Run 1, local utilization:
(2 px per um) 8 x 16 tiles, from dark purple (low) to yellow (high), 0 to 100% covered.
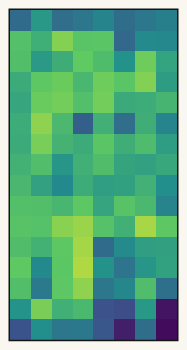
Run 1, sequential cells grouped by signal name:
(3 px per um)
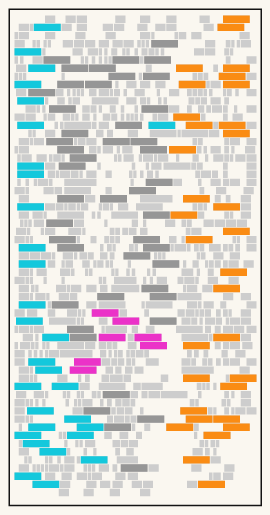
Run 1, clock nets:
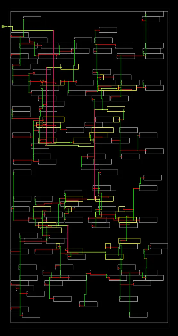
==> config.mk <==
export PLATFORM = sky130hd
export DESIGN_NAME = ma_lsu
export DESIGN_NICKNAME = d
export VERILOG_FILES = /design/src/rtl/ma_lsu.sv
export SDC_FILE = /design/constraint.sdc
export NUM_CORES = 1
export LEC_CHECK = 0
export CORE_ASPECT_RATIO = 2
export CORE_UTILIZATION = 40
export CTS_CLUSTER_SIZE = 25
export DETAILED_ROUTE_END_ITERATION = 6
export GPL_TIMING_DRIVEN = 0
export PLACE_DENSITY_LB_ADDON = 0.1
export SYNTH_ARGS = -nofsm -noshare
export SYNTH_HDL_FRONTEND = slang
export SYNTH_SLANG_ARGS = --single-unit
==> constraint.sdc <==
create_clock -name clk -period 3.63 [get_ports clk]
set_input_delay 0.726 -clock clk [delete_from_list [all_inputs] [get_ports clk]]
set_output_delay 0.726 -clock clk [all_outputs]
set_load 0.01 [all_outputs]
==> src/rtl/ma_lsu.sv <==
// rtl/ma_lsu.sv - load/store unit: aligns stores, extends loads, req/ack to data memory
module ma_lsu #(
  parameter int TIMEOUT_CYCLES = 64
) (
  input  logic        clk,
  input  logic        reset,
  input  logic        req_valid,
  input  logic        req_we,
  input  logic [2:0]  req_funct3,
  input  logic [31:0] req_addr,
  input  logic [31:0] req_wdata,
  output logic [31:0] rdata,
  output logic        stall,
  output logic        done,
  output logic        err,
  output logic        mem_req,
  output logic        mem_we,
  output logic [31:0] mem_addr,
  output logic [3:0]  mem_be,
  output logic [31:0] mem_wdata,
  input  logic        mem_ack,
  input  logic [31:0] mem_rdata
);

  localparam logic [1:0] S_IDLE = 2'd0;
  localparam logic [1:0] S_WAIT = 2'd1;
  localparam logic [1:0] S_DONE = 2'd2;
  localparam int CW = $clog2(TIMEOUT_CYCLES + 1);
  localparam logic [CW-1:0] CNT_LAST = CW'(TIMEOUT_CYCLES - 1);

  logic [1:0]    state;
  logic [CW-1:0] cnt;
  logic [1:0]    off_q;
  logic [2:0]    f3_q;
  logic          err_q;

  logic          legal;
  logic          misaligned;
  logic          idle_free;
  logic          accept;
  logic          reject;
  logic          timeout;
  logic [3:0]    be_n;
  logic [31:0]   wdata_n;
  logic [7:0]    ld_byte;
  logic [15:0]   ld_half;
  logic [31:0]   ld_data;

  always_comb begin
    if (req_we)
      legal = !req_funct3[2] && (req_funct3[1:0] != 2'b11);
    else
      legal = (req_funct3[1:0] != 2'b11) && (req_funct3 != 3'b110);
    misaligned = ((req_funct3[1:0] == 2'b01) && req_addr[0]) ||
                 ((req_funct3[1:0] == 2'b10) && (req_addr[1:0] != 2'b00));
  end

  // The cycle carrying a timeout err still presents the aborted instruction, so it is not re-accepted.
  assign idle_free = (state == S_IDLE) && !err_q;
  assign accept    = idle_free && req_valid && legal && !misaligned;
  assign reject    = idle_free && req_valid && !(legal && !misaligned);
  assign timeout   = (state == S_WAIT) && !mem_ack && (cnt == CNT_LAST);

  assign stall = !reset && (accept || (state == S_WAIT));
  assign err   = !reset && (reject || err_q);
  assign done  = (state == S_DONE);

  always_comb begin
    be_n    = 4'b1111;
    wdata_n = req_wdata;
    if (req_we) begin
      case (req_funct3[1:0])
        2'b00: begin
          be_n    = 4'b0001 << req_addr[1:0];
          wdata_n = {4{req_wdata[7:0]}};
        end
        2'b01: begin
          be_n    = 4'b0011 << req_addr[1:0];
          wdata_n = {2{req_wdata[15:0]}};
        end
        default: begin
          be_n    = 4'b1111;
          wdata_n = req_wdata;
        end
      endcase
    end
  end

  always_comb begin
    case (off_q)
      2'd0:    ld_byte = mem_rdata[7:0];
      2'd1:    ld_byte = mem_rdata[15:8];
      2'd2:    ld_byte = mem_rdata[23:16];
      default: ld_byte = mem_rdata[31:24];
    endcase
    ld_half = off_q[1] ? mem_rdata[31:16] : mem_rdata[15:0];
    case (f3_q)
      3'b000:  ld_data = {{24{ld_byte[7]}}, ld_byte};
      3'b001:  ld_data = {{16{ld_half[15]}}, ld_half};
      3'b100:  ld_data = {24'd0, ld_byte};
      3'b101:  ld_data = {16'd0, ld_half};
      default: ld_data = mem_rdata;
    endcase
  end

  always_ff @(posedge clk or posedge reset) begin
    if (reset) begin
      state     <= S_IDLE;
      cnt       <= '0;
      off_q     <= 2'd0;
      f3_q      <= 3'd0;
      err_q     <= 1'b0;
      rdata     <= 32'd0;
      mem_req   <= 1'b0;
      mem_we    <= 1'b0;
      mem_addr  <= 32'd0;
      mem_be    <= 4'd0;
      mem_wdata <= 32'd0;
    end else begin
      err_q <= 1'b0;
      case (state)
        S_IDLE: begin
          if (accept) begin
            mem_req   <= 1'b1;
            mem_we    <= req_we;
            mem_addr  <= {req_addr[31:2], 2'b00};
            mem_be    <= be_n;
            mem_wdata <= wdata_n;
            off_q     <= req_addr[1:0];
            f3_q      <= req_funct3;
            cnt       <= '0;
            state     <= S_WAIT;
          end
        end
        S_WAIT: begin
          if (mem_ack) begin
            mem_req <= 1'b0;
            if (!mem_we)
              rdata <= ld_data;
            state <= S_DONE;
          end else if (timeout) begin
            mem_req <= 1'b0;
            err_q   <= 1'b1;
            cnt     <= '0;
            state   <= S_IDLE;
          end else begin
            cnt <= cnt + CW'(1);
          end
        end
        S_DONE:  state <= S_IDLE;
        default: state <= S_IDLE;
      endcase
    end
  end

endmodule

==> run summary, run 1 <==
Status: finished clean
YS warnings: 0
Gate power share: 0.348
Grt total ovfl: 0
Slew @ Worst Pin: 570.8 ps
Flops after synth: 115
Top power group: combinational cells
Inverters: 14
Top cell area share: 0.5421
Fa+ha+maj area frac: 0.002357
H-tree depth: 4
IO Pins: 209
Hold WC Path Type: reg -> reg
Critical Path RT: 2900 ps
Clock transition at the registers of the reported paths: 50 ps
R2r startpoint: state[1]$_DFFE_PP0P_
MaxCap Viol Count: 0
CTS buffer count: 17
M3 GR Usage: 0.07046
Vias per cell: 5.255
Crit Path Category: in -> out
FF+latch count: 115
Largest logic family: simple AND/OR/NAND/NOR gates
TNS Setup: 0 ps
GRT Util Overall: 0.2588
Crit-path max cell delay: 550 ps
Clk tree area frac: 0.07453
Largest net degree at the start of global routing: 42
Worst Path Buf+Inv: 3
Placed Cells: 957
Total power draw: 5670 uW
Slew Viols, Final: 0
Non-clk buf share: 0.2797
Vias in the first global route: 5479
Comb area: 2231 um^2
Initial antenna violation count: 0
Register Area: 2878 um^2
# hold bufs at CTS: 0
Clock latency on the worst-skew pair: 410 ps
Yosys cell count: 595
RePlAce Congestion: 0.8692
Top cells by area: dfrtp_1 (54%), nand2_1 (13%), nand3_1 (3.2%)
Slew margin rel.: 0.6187
Comb/total area: 0.2690
CTS tree: done
# Taps: 152
Placement Cell Area: 7629 um^2
Peak VDD IR: 544.3 uV
Fin Hold WS: 473.7 ps
Largest registers: mem_wdata x32, rdata x32, mem_addr x30
Worst Setup Start Kind: input port
Dpl hpwl: 13500 um
## Picture notes: 'local utilization'
- tiles over 75% full: 14%
- emptiest ninth of the die: south-east
- mean over tiles: 59%
- fullest tile: 88%
FP Util: 0.4086
Util after Layout: 0.6383
Core ar.: 12990 um^2

## Picture notes: 'sequential cells grouped by signal name'
- orange: `rdata` (placed flops 32; where a column on the right)
- magenta: `cnt` (placed flops 7)
- cyan: `mem_addr` (placed flops 30; where a column on the left)
- not coloured: 46
Seq power: 1960 uW
fraction of area in registers: 0.3470

## Picture notes: 'clock nets'
clk pwr: 1740 uW
Clock Buffer Count: 19

-- run 1: worst min-delay path by stage --
stage                          endpoint  cells after the start  slack, ps                      from
2_1_floorplan       f3_q[2]$_DFFE_PP0P_                      2        470       f3_q[2]$_DFFE_PP0P_
3_3_place_gp   mem_addr[14]$_DFFE_PP0P_                      2        460  mem_addr[14]$_DFFE_PP0P_
3_5_place_dp    mem_addr[2]$_DFFE_PP0P_                      2        460   mem_addr[2]$_DFFE_PP0P_
4_1_cts         mem_addr[2]$_DFFE_PP0P_                      2        480   mem_addr[2]$_DFFE_PP0P_
5_1_grt         mem_addr[6]$_DFFE_PP0P_                      2        500   mem_addr[6]$_DFFE_PP0P_
6_report       mem_wdata[3]$_DFFE_PP0P_                      2        470  mem_wdata[3]$_DFFE_PP0P_
## Run 2: what changed since run 1
GPL_TIMING_DRIVEN = not set   (was 0)
==> run 2 against run 1 <==
Effect of this change: sequential power grew 2%; via count decreased by 4.9%; clock skew is 0.94 ps higher; worst hold slack got worse by 2.0 ps; sequential share of layout area up 0.65 points; worst setup slack better by 71 ps; critical endpoint is now err.
==> run summary, run 2 <==
Slew Viols, Final: 0 (unchanged)
Hold path start: mem_be[2]$_DFFE_PP0P_
Post-synthesis cell count: 595
Tool Warnings: 26
IO Pins: 209 (unchanged)
Setup crit end: err
Placement Cell Area: 7547 um^2 (-1.1%)
RSZ-0062 raised after global routing: false
Hold Path Cell Cnt: 2 (unchanged)
Yosys cell count: 595 (unchanged)
Total power draw: 5551 uW (-2.1%)
YS warnings: 0 (unchanged)
Fin Hold WS: 471.8 ps (-1.950 ps)
Final setup fails: 0
Largest net degree at the start of global routing: 80 (+90%)
Hold-critical path endpoint: mem_be[2]$_DFFE_PP0P_
CTS tree: done
Slew margin rel.: 0.4566 (-0.1621)
Vias per cell: 5.161 (-1.8%)
Share of cells above drive strength 1: 0.06922
Grt total ovfl: 0 (unchanged)
Post-route ant nets: 0
MaxCap Viol Count: 0 (unchanged)
Most common flop cell mapped by yosys: dfrtp_1
Placed Cells: 929 (-2.9%)
Hold WC Path Type: reg -> reg
Seq power: 2000 uW (+2%)
Post-CTS sizing: 0
Syn avg cell area: 8.922 um^2
Top cells by area: dfrtp_1 (54%), nand2_1 (13%), nand3_1 (3.2%)
Flops after synth: 115 (unchanged)
Peak VDD IR: 386.1 uV (-29%)
Synthesis area per yosys: 5309 um^2
Dpl hpwl: 12030 um (-11%)
Core ar.: 12990 um^2 (unchanged)
Largest registers: mem_wdata x32, rdata x32, mem_addr x30
Top layer in use: met4
Gate power share: 0.341 (-0.007)
Met1 GRT Util: 0.2497
Slew @ Worst Pin: 815.1 ps (+244.3 ps)
RePlAce Congestion: 0.8536 (-1.8%)
Met2 WL: 8772 um
Int Power: 3800 uW
Clk pwr: 1660 uW (-5%)
Vias in the first global route: 5182 (-5.4%)
Worst Setup Start Kind: input port
Status: finished clean
Crit Path Category: in -> out
Top cell area share: 0.5421 (unchanged)
Most frequent cell after synthesis: nand2_1
Drt total wl: 16280 um
Critical Path RT: 2900 ps (about the same)
Via count: 4960
M3 GR Usage: 0.06247 (-0.007996)
Initial antenna violation count: 0 (unchanged)
Top power group: registers
Area Growth Syn to Fin: 53.33%
DRC: 0
FP Util: 0.4086 (unchanged)
First-pass GRT wire length: 25880 um
CTS Buffer Depth: 2
Clock latency on the worst-skew pair: 400 ps (about the same)
CTS buffer count: 17 (unchanged)
Reg2reg end: rdata[20]$_DFFE_PP0P_
Worst R2R Path Depth: 4
Layout Cells excl Fill: 961
H-tree depth: 4 (unchanged)
M1 wire length: 6059 um
Final tally of hold violations: 0
TNS Setup: 0 ps (unchanged)
# hold bufs at CTS: 0 (unchanged)
Clock transition at the registers of the reported paths: 50 ps (about the same)
Crit end category: output pin
R2r startpoint: off_q[1]$_DFFE_PP0P_
Port Buffers: 206
GRT Util Overall: 0.2412 (-0.01756)
[run 2: kinds of logic (layout without fill, tap and decap cells)]
group,after synthesis,count (layout),synth area share
simple gates,299,299,0.2453
other cells,1,2,0.0007064
fa+ha+maj,1,1,0.002356
compound gates,109,109,0.1329
mux,16,16,0.03276
buf+inv,53,266,0.04219
flops,115,115,0.5421
xor+xnor,1,1,0.001650
[run 2: worst max-delay path, stage by stage]
cell             delay [ps]
clkdlybuf4s50_1         640
a221oi_2                180
or3b_2                  490
a21oi_1                 160
clkdlybuf4s50_1         550
[run 2: layout make-up]
class	instances	area, um^2	share of cell area
clock inverters	14	153.9	0.01891
clock buffers	18	439.2	0.05395
repair buffers	220	2205	0.2708
flip-flops and latches	115	2878	0.3535
multi-input cells	428	2218	0.2725
inverters	14	56.30	0.006917
well taps	152	190.2	0.02336
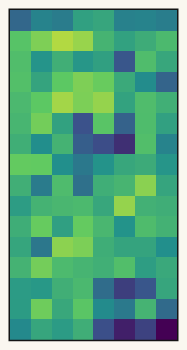
Run 2: local utilization
(2 px per um) 8 x 16 tiles, from dark purple (low) to yellow (high), 0 to 100% covered.
- mean over tiles: 58%
- emptiest ninth of the die: south-east
- tiles over 75% full: 15%
Util after Layout: 0.6265

## Run 3: what changed since run 2
clock period = 2.8 ns   (was 3.63 ns; I/O delays follow)
==> run 3 against run 2 <==
Effect of this change: sequential power rose by 28%; worst setup slack worse by 29 ps; synthesized area did not move; critical path type unchanged; non-clock buffer count increased by 8; final area is 0.65% higher; cell count increased by 0.83%.
==> run summary, run 3 <==
Status: finished clean
Register Area: 2878 um^2 (unchanged)
Met1 GRT Util: 0.2487 (-0.0009719)
Largest registers: mem_wdata x32, rdata x32, mem_addr x30
Slowest CP cell: clkdlybuf4s50_1
Comb area: 2243 um^2 (+1.1%)
CP delay by family, top: buffers and inverters
Power per cell area: 869.8 nW/um^2
DRC: 0 (unchanged)
Hold WC Path Type: reg -> reg
MaxCap Viol Count: 0 (unchanged)
Largest logic family: simple AND/OR/NAND/NOR gates
Fa+ha+maj area frac: 0.002357 (unchanged)
Comb/total area: 0.2738 (+0.001306)
Final tally of hold violations: 0 (unchanged)
Layout fillers: 1103
GRT Util Overall: 0.2424 (+0.001186)
# hold bufs at CTS: 0 (unchanged)
Core ar.: 12990 um^2 (unchanged)
Total stage count of the critical path: 6 (+1)
RePlAce Congestion: 0.8666 (+1.5%)
R2r startpoint: f3_q[0]$_DFFE_PP0P_
H-tree depth: 4 (unchanged)
# Taps: 152 (unchanged)
FP Util: 0.4086 (unchanged)
Worst Setup Start Kind: input port
Drt total wl: 16370 um (+0.55%)
Post-route ant nets: 0 (unchanged)
M1 wire length: 5912 um (-2.4%)
Area Growth Syn to Fin: 54.32%
Layout Cells excl Fill: 969 (+0.83%)
Critical Path RT: 2240 ps (-660 ps)
Final setup fails: 0 (unchanged)
CTS Buffer Depth: 2 (unchanged)
Mux area share: 0.03276 (unchanged)
Most common flop cell mapped by yosys: dfrtp_1
Grt total ovfl: 0 (unchanged)
Inverters: 14 (unchanged)
Dpl hpwl: 12090 um (+0.55%)
Placed Cells: 936 (+0.75%)
Non-clk buf share: 0.2752 (+0.004372)
Hold path start: mem_wdata[6]$_DFFE_PP0P_
Synthesis area per yosys: 5309 um^2 (unchanged)
M3 GR Usage: 0.06447 (+0.001999)
Largest net degree at the start of global routing: 80 (unchanged)
Met2 WL: 8937 um (+1.9%)
First-pass GRT wire length: 26010 um (+0.51%)
Peak VDD IR: 512.3 uV (+33%)
Crit-path max cell delay: 530 ps (-110 ps)
Setup crit end: err
YS warnings: 0 (unchanged)
Leading cell kind: sequential cells
Top cells by area: dfrtp_1 (54%), nand2_1 (13%), nand3_1 (3.2%)
Worst Path Buf+Inv: 3 (+1)
Top layer in use: met4
Hold-critical path endpoint: mem_wdata[6]$_DFFE_PP0P_
Clock transition at the registers of the reported paths: 60 ps (about the same)
Via count: 5035 (+1.5%)
Aoi share: 0.1329 (unchanged)
Flops after synth: 115 (unchanged)
CTS buffer count: 17 (unchanged)
Cell Chain, Critical Path: clkdlybuf4s50_1 -> a221oi_4 -> buf_4 -> or3b_2 -> a21oi_1 -> clkbuf_2
Clock Buffer Count: 18 (unchanged)
Clk tree area frac: 0.06964 (-0.003216)
Clock latency on the worst-skew pair: 410 ps (about the same)
Routed len/inst: 16.90 um
Crit Path Category: in -> out
CTS tree: done
Tool Warnings: 26 (unchanged)
FF+latch count: 115 (unchanged)
Crit end category: output pin
Syn avg cell area: 8.922 um^2 (unchanged)
Slew Viols, Final: 0 (unchanged)
Top cell area share: 0.5421 (unchanged)
Port Buffers: 206 (unchanged)
Most frequent cell after synthesis: nand2_1
Simple Share, Synth: 0.2453 (unchanged)
Slew @ Worst Pin: 832.0 ps (+16.87 ps)
Vias in the first global route: 5141 (-0.79%)
Period utilization: 0.9528
Fin Hold WS: 470.0 ps (-1.742 ps)
Share of cells above drive strength 1: 0.08078 (+0.01156)
IO Pins: 209 (unchanged)
Yosys cell count: 595 (unchanged)
Tmin final: 2668 ps
Post-synthesis cell count: 595 (unchanged)
Slew margin rel.: 0.4454 (-0.01125)
Initial antenna violation count: 0 (unchanged)
[run 3: report_power, final]
group	switching (uW)	internal, uW	total, uW	leakage, uW
logic	1110	1380	2500	0.00204
clock network	818	1250	2070	0.000258
registers	356	2210	2560	0.00142
[run 3: through the flow]
| stage | utilization | area [um^2] | worst slack [ps] | power (uW) | TNS [ps] |
|---|---|---|---|---|---|
| 3_3_place_gp | 0.5849 | 7600 | -262.5 | 5029 | -472.6 |
| 3_5_place_dp | 0.5849 | 7600 | -240.7 | 5108 | -475.3 |
| 6_report | 0.6306 | 8193 | 132.3 | 7126 | 0 |
| 5_1_grt | 0.6306 | 8193 | 88.16 | 7518 | 0 |
| 2_1_floorplan | - | 5316 | 614.5 | 3600 | 0 |
| 4_1_cts | 0.6310 | 8198 | 14.61 | 7197 | 0 |
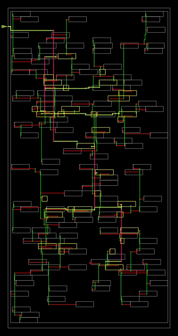
Run 3: clock nets
final clock skew: 6.545 ps
clock sinks: 115
clk pwr: 2070 uW


==> gallery <==
Wires at chosen ports, followed through buffers.
(3 px per um)
Plate I
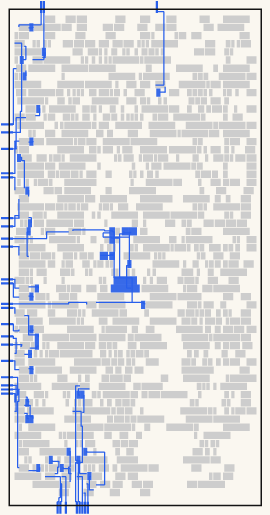
Plate II
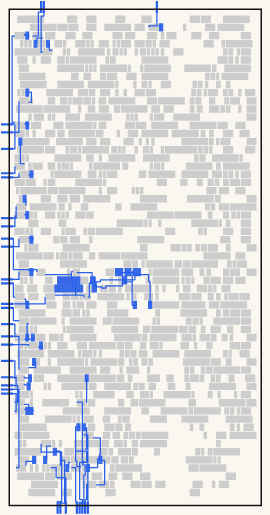
For run 3, see Plate II.
For run 1, see Plate I.

Key to Plate I:
- blue: `req_addr` (direction input; end cells 40; wire 727 um)

Power is estimated from default activity; no workload was simulated.
